[src/rtl/ws2812_pkg.sv]
// ws2812_pkg: shared definitions for the WS2812 pixel serializer slice.
//   PIXEL_W            bits per GRB pixel
//   LED_NUM_DEF        default pixels per frame
//   RESET_CYCLES_DEF   default latch-gap length in clocks
//   BIT_CNT_W          width of the in-pixel bit counter
//   state_t            serializer FSM states (S_LATCH only with WS2812_LATCH_EN)
// Configuration macro: WS2812_LATCH_EN
package ws2812_pkg;

    localparam int unsigned PIXEL_W          = 24;
    localparam int unsigned LED_NUM_DEF      = 8;
    localparam int unsigned RESET_CYCLES_DEF = 3000;
    localparam int unsigned BIT_CNT_W        = $clog2(PIXEL_W);

`ifdef WS2812_LATCH_EN
    typedef enum logic [1:0] {
        S_IDLE  = 2'd0,
        S_SHIFT = 2'd1,
        S_LATCH = 2'd2
    } state_t;
`else
    typedef enum logic {
        S_IDLE  = 1'b0,
        S_SHIFT = 1'b1
    } state_t;
`endif

endpackage

[src/rtl/ws2812_gap_timer.sv]
// ws2812_gap_timer: counts the low-time gap that latches a WS2812 frame.
//   clk_in    clock
//   rst_n_in  asynchronous active-low reset
//   start_i   begin a gap (ignored while a gap is already running)
//   done_o    high during the last of RESET_CYCLES counted clocks
module ws2812_gap_timer
    import ws2812_pkg::*;
#(
    parameter int unsigned RESET_CYCLES = RESET_CYCLES_DEF,
    parameter int unsigned CNT_W        = 16
) (
    input  logic clk_in,
    input  logic rst_n_in,
    input  logic start_i,
    output logic done_o
);

    logic [CNT_W-1:0] cnt_q, cnt_d;
    logic             run_q, run_d;

    assign done_o = run_q && (cnt_q == CNT_W'(RESET_CYCLES - 1));

    always_comb begin
        run_d = run_q;
        cnt_d = cnt_q;
        if (!run_q) begin
            if (start_i) begin
                run_d = 1'b1;
                cnt_d = '0;
            end
        end else if (done_o) begin
            run_d = 1'b0;
            cnt_d = '0;
        end else begin
            cnt_d = cnt_q + CNT_W'(1);
        end
    end

    always_ff @(posedge clk_in or negedge rst_n_in) begin
        if (!rst_n_in) begin
            run_q <= 1'b0;
            cnt_q <= '0;
        end else begin
            run_q <= run_d;
            cnt_q <= cnt_d;
        end
    end

endmodule

[src/rtl/ws2812_pixel_serializer.sv]
// ws2812_pixel_serializer: accepts 24-bit GRB pixels and hands them MSB first
// (G7 first) to a WS2812 bit driver through a valid/ready bit interface.
//   clk_in / rst_n_in                  clock, asynchronous active-low reset
//   pixel_in, pixel_in_valid           pixel stream in
//   pixel_ready_out                    high only in S_IDLE (registered)
//   code_out, code_out_valid           current bit to the driver
//   code_ready_in                      driver accepts a bit
//   frame_done_out                     one-cycle pulse after the latch gap
//   busy_out                           high outside S_IDLE
// Configuration macro: WS2812_LATCH_EN adds the pixel counter, S_LATCH and
// the gap timer; without it every pixel returns to S_IDLE and the upstream
// owns the latch gap.
module ws2812_pixel_serializer
    import ws2812_pkg::*;
#(
    parameter int unsigned LED_NUM      = LED_NUM_DEF,
    parameter int unsigned RESET_CYCLES = RESET_CYCLES_DEF,
    parameter int unsigned CNT_W        = 16
) (
    input  logic               clk_in,
    input  logic               rst_n_in,
    input  logic [PIXEL_W-1:0] pixel_in,
    input  logic               pixel_in_valid,
    output logic               pixel_ready_out,
    output logic               code_out,
    output logic               code_out_valid,
    input  logic               code_ready_in,
    output logic               frame_done_out,
    output logic               busy_out
);

    if (LED_NUM < 1 || LED_NUM > 65535 || RESET_CYCLES < 1 || RESET_CYCLES > 65535 ||
        CNT_W < $clog2(LED_NUM) || CNT_W < $clog2(RESET_CYCLES)) begin : g_param_check
        $error("ws2812_pixel_serializer: illegal parameter value");
    end

    state_t               state_q, state_d;
    logic [PIXEL_W-1:0]   shreg_q, shreg_d;
    logic [BIT_CNT_W-1:0] bit_cnt_q, bit_cnt_d;
    logic                 pix_ready_q, pix_ready_d;
    logic                 busy_q, busy_d;
    logic                 code_valid_q, code_valid_d;

`ifdef WS2812_LATCH_EN
    logic [CNT_W-1:0]     pix_cnt_q, pix_cnt_d;
    logic                 frame_done_q, frame_done_d;
    logic                 gap_start, gap_done;

    // Starting is only meaningful once the driver has finished the last bit;
    // the timer ignores start while it is already counting.
    assign gap_start = (state_q == S_LATCH) && code_ready_in;

    ws2812_gap_timer #(
        .RESET_CYCLES (RESET_CYCLES),
        .CNT_W        (CNT_W)
    ) u_gap_timer (
        .clk_in   (clk_in),
        .rst_n_in (rst_n_in),
        .start_i  (gap_start),
        .done_o   (gap_done)
    );

    assign frame_done_out = frame_done_q;
`else
    assign frame_done_out = 1'b0;
`endif

    assign pixel_ready_out = pix_ready_q;
    assign busy_out        = busy_q;
    assign code_out_valid  = code_valid_q;
    assign code_out        = shreg_q[PIXEL_W-1];

    always_comb begin
        state_d   = state_q;
        shreg_d   = shreg_q;
        bit_cnt_d = bit_cnt_q;
`ifdef WS2812_LATCH_EN
        pix_cnt_d    = pix_cnt_q;
        frame_done_d = 1'b0;
`endif
        case (state_q)
            S_IDLE: begin
                if (pixel_in_valid) begin
                    shreg_d   = pixel_in;
                    bit_cnt_d = '0;
                    state_d   = S_SHIFT;
                end
            end
            S_SHIFT: begin
                if (code_ready_in) begin
                    shreg_d = {shreg_q[PIXEL_W-2:0], 1'b0};
                    if (bit_cnt_q == BIT_CNT_W'(PIXEL_W - 1)) begin
                        bit_cnt_d = '0;
`ifdef WS2812_LATCH_EN
                        // Counter holds at LED_NUM-1 and is cleared after the gap,
                        // so it never wraps.
                        if (pix_cnt_q == CNT_W'(LED_NUM - 1)) begin
                            state_d = S_LATCH;
                        end else begin
                            pix_cnt_d = pix_cnt_q + CNT_W'(1);
                            state_d   = S_IDLE;
                        end
`else
                        state_d = S_IDLE;
`endif
                    end else begin
                        bit_cnt_d = bit_cnt_q + BIT_CNT_W'(1);
                    end
                end
            end
`ifdef WS2812_LATCH_EN
            S_LATCH: begin
                if (gap_done) begin
                    pix_cnt_d    = '0;
                    frame_done_d = 1'b1;
                    state_d      = S_IDLE;
                end
            end
`endif
            default: state_d = S_IDLE;
        endcase

        pix_ready_d  = (state_d == S_IDLE);
        busy_d       = (state_d != S_IDLE);
        code_valid_d = (state_d == S_SHIFT);
    end

    always_ff @(posedge clk_in or negedge rst_n_in) begin
        if (!rst_n_in) begin
            state_q      <= S_IDLE;
            shreg_q      <= '0;
            bit_cnt_q    <= '0;
            pix_ready_q  <= 1'b1;
            busy_q       <= 1'b0;
            code_valid_q <= 1'b0;
`ifdef WS2812_LATCH_EN
            pix_cnt_q    <= '0;
            frame_done_q <= 1'b0;
`endif
        end else begin
            state_q      <= state_d;
            shreg_q      <= shreg_d;
            bit_cnt_q    <= bit_cnt_d;
            pix_ready_q  <= pix_ready_d;
            busy_q       <= busy_d;
            code_valid_q <= code_valid_d;
`ifdef WS2812_LATCH_EN
            pix_cnt_q    <= pix_cnt_d;
            frame_done_q <= frame_done_d;
`endif
        end
    end

endmodule

[config.mk]
export PLATFORM = sky130hd
export DESIGN_NAME = ws2812_pixel_serializer
export DESIGN_NICKNAME = d
export VERILOG_FILES = /design/src/rtl/ws2812_pkg.sv /design/src/rtl/ws2812_gap_timer.sv /design/src/rtl/ws2812_pixel_serializer.sv
export SDC_FILE = /design/constraint.sdc
export NUM_CORES = 1
export LEC_CHECK = 0
export CAP_MARGIN = 15
export CORE_ASPECT_RATIO = 1.75
export CORE_MARGIN = 2
export CORE_UTILIZATION = 37
export CTS_CLUSTER_SIZE = 28
export DETAILED_ROUTE_END_ITERATION = 7
export PLACE_DENSITY = 0.6
export SLEW_MARGIN = 20
export SYNTH_ARGS = -nofsm -noshare
export SYNTH_HDL_FRONTEND = slang
export SYNTH_SLANG_ARGS = --single-unit
[constraint.sdc]
create_clock -name clk_in -period 2.25 [get_ports clk_in]
set_input_delay 0.225 -clock clk_in [delete_from_list [all_inputs] [get_ports clk_in]]
set_output_delay 0.225 -clock clk_in [all_outputs]
set_load 0.05 [all_outputs]
==> results.sh <==
# yosys + openroad results
export IMPL_wl_per_cell_um=12.3
export IMPL_clock_sinks=31
export IMPL_p_int_mw=1.34
export IMPL_clk_latency_ns=0.28
export IMPL_yosys_cells=145
export IMPL_path_max_fanout=1
export IMPL_critPathRequiredTime_ns=2.03
export IMPL_htree_num_levels=2
export IMPL_arrival_ns=1.58
export IMPL_clkTransAtPathRegs_ns=0.06
export IMPL_endpoint_kind="output pin"
export IMPL_cpPeakStageDelay_ns=0.79
export IMPL_synthArstFlopShare_pct=100
export IMPL_cts_hold_buffers=0
export IMPL_fin_util_pct=50.4
export IMPL_postCtsSetupRepairBufs=0
export IMPL_finalClockPeriodUsage_pct=80.2
export IMPL_placed_area_mm2=0.00183
export IMPL_fin_setup_tns_ns=0
export IMPL_post_place_ws_ns=0.488
export IMPL_final_cells=224
export IMPL_grt_use_total_pct=14.6
export IMPL_fin_area_mm2=0.00195
export IMPL_p_per_area_mw_per_mm2=978
export IMPL_drc_errors=0
export IMPL_crit_chain="clkdlybuf4s50_1"
export IMPL_via_per_inst=4.88
export IMPL_clk_path_buf_depth=2
export IMPL_slew_limit_headroom_pct=66.5
export IMPL_cp_num_buf_inv=1
export IMPL_power_share_clock_pct=29.6
export IMPL_yosysUniqueCellTypes=26
export IMPL_hold_slack_ns=0.328
export IMPL_numCtsBuffers=5
export IMPL_edf_count=0
export IMPL_antenna_cells=0
export IMPL_ir_worst_vdd_mv=0.524
export IMPL_firstDrtPassIters=4
export IMPL_syn_nets=174
export IMPL_crit_family="buffers and inverters"
export IMPL_layout_drive_gt1_share_pct=10.8
export IMPL_die_y_um=88.0
export IMPL_wirelength_mm=2.76
export IMPL_run_status="complete, no violations"
export IMPL_cts_root_buf="clkbuf_8"
export IMPL_grt_max_degree=47
export IMPL_hp_class="input pin to async pin"
export IMPL_finalSetupViolations=0
export IMPL_r2r_end="shreg_q[14]"
export IMPL_tightest_slew_ns=0.501
export IMPL_critPathSlowestCell="clkdlybuf4s50_1"
export IMPL_dieWidth_um=52.0
export IMPL_portBuffers=31
export IMPL_cp_start_kind="flip-flop"
export IMPL_num_io_pins=33
export IMPL_ys_warn_count=0
export IMPL_coreArea_mm2=0.00387
export IMPL_grt_antenna_before_repair=0
export IMPL_grt_pass1_wl_mm=4.92
export IMPL_synth_main_ff_cell="dfrtp_1"
export IMPL_grt_pass1_vias=1124
export IMPL_reg2reg_depth=3
[cell usage after synthesis (2+ instances only)]
| cell | instances | area share [%] |
|---|---|---|
| dfrtp_1 | 30 | 50 |
| nand2_1 | 30 | 7.6 |
| mux2i_1 | 25 | 17 |
| o21ai_0 | 25 | 8.4 |
| buf_2 | 7 | 2.4 |
| buf_4 | 4 | 2.0 |
| nand3_1 | 3 | 1.0 |
| nand2b_1 | 2 | 0.84 |
| nor3b_1 | 2 | 1.0 |
[layer usage]
layer / track usage, % / routed length [µm]
met5: 0 / 0
met3: 5.12 / 153
met1: 17.2 / 1150
met2: 23.5 / 1400
met4: 6.46 / 59
[worst max path at each step]
stage                          from               to  cells after the start
global route        pixel_ready_out  pixel_ready_out                      1
floorplan            code_out_valid      shreg_q[10]                      4
finish              pixel_ready_out  pixel_ready_out                      1
CTS                 pixel_ready_out  pixel_ready_out                      1
detailed placement    code_ready_in       shreg_q[4]                      4
global placement      code_ready_in      shreg_q[15]                      4
[cell type report]
| cell class | instances | share of cell area [%] |
|---|---|---|
| flip-flops and latches | 31 | 39.9 |
| repair buffers | 35 | 17.2 |
| clock buffers | 6 | 4.24 |
| well taps | 48 | 3.08 |
| inverters | 1 | 0.193 |
| multi-input cells | 101 | 33.5 |
| clock inverters | 2 | 1.80 |
[logic make-up (layout without fill, tap and decap cells)]
group | count (synthesis) | in the layout | synth area share [%]
AND/OR/NAND/NOR | 42 | 42 | 12.6
multiplexers | 26 | 26 | 17.5
AND-OR/OR-AND | 29 | 29 | 10.6
XOR/XNOR | 2 | 2 | 1.18
buffers and inverters | 13 | 44 | 4.87
other | 1 | 1 | 0.252
flip-flops | 31 | 31 | 52.1
adder cells (fa/ha/maj) | 1 | 1 | 0.839
[placed cells by master (no fill, tap or decap)]
cell type / netlist / routed
a311o_1: 1 / 1
nand4_1: 1 / 1
xnor2_1: 1 / 1
nor3b_1: 2 / 2
nor2_1: 1 / 1
clkinv_2: 0 / 1
clkbuf_8: 0 / 6
dfrtp_2: 0 / 1
ha_1: 1 / 1
conb_1: 1 / 1
o22ai_1: 1 / 1
o21ai_0: 25 / 25
a21o_1: 1 / 1
nor3_1: 1 / 1
mux2i_4: 0 / 1
dfrtp_1: 30 / 29
xor2_1: 1 / 1
buf_4: 4 / 6
or4_1: 1 / 1
nand2b_1: 2 / 2
inv_1: 1 / 1
nand3_1: 3 / 3
mux2_2: 1 / 1
and4b_1: 1 / 1
a31o_2: 1 / 1
mux2i_1: 25 / 24
dfstp_2: 1 / 1
nand2_1: 30 / 30
bufinv_16: 0 / 1
clkdlybuf4s50_1: 0 / 29
[registers in the layout, summed over array words and instances (netlist names)]
register         flops
shreg_q             24
bit_cnt_q            5
code_out_valid       1
pixel_ready_out      1
[power by group through the flow]
stage | combinational (mW) | sequential [mW] | clock (mW)
floorplan | 0.330 | 0.867 | 0
global placement | 0.468 | 0.868 | 0
detailed placement | 0.489 | 0.876 | 0
CTS | 0.488 | 0.868 | 0.583
global route | 0.546 | 0.891 | 0.611
finish | 0.477 | 0.866 | 0.563
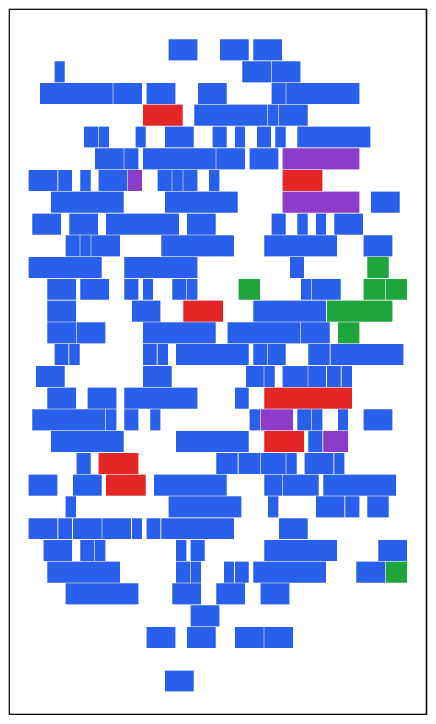
Figure 1: cells by drive strength.
(8 px per µm)
color	size	cells
purple	_2 cells	5
blue	_0 and _1 cells	157
green	_3 and _4 cells	7
red	_6 and larger	7

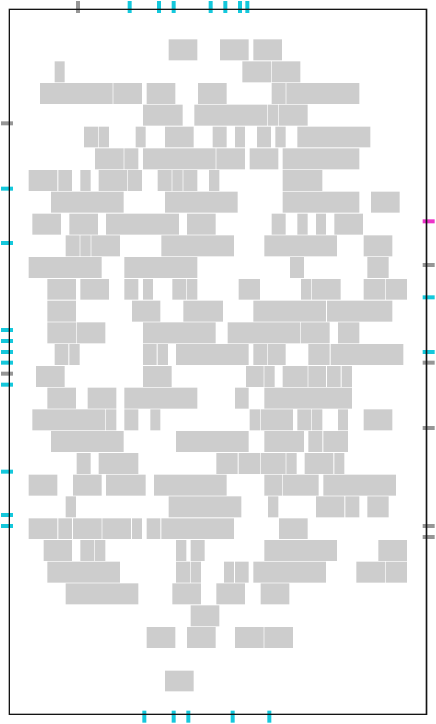
Figure 2: I/O pins on the die edge.
(8 px per µm) Pins as bars across the die edge, other pins in gray.
color	port	pins	direction	edge
magenta	pixel_ready_out	1	output	east
cyan	pixel_in	24	input	10 west, 7 north, 5 south, 2 east
all pins by edge	12 west, 8 east, 8 north, 5 south

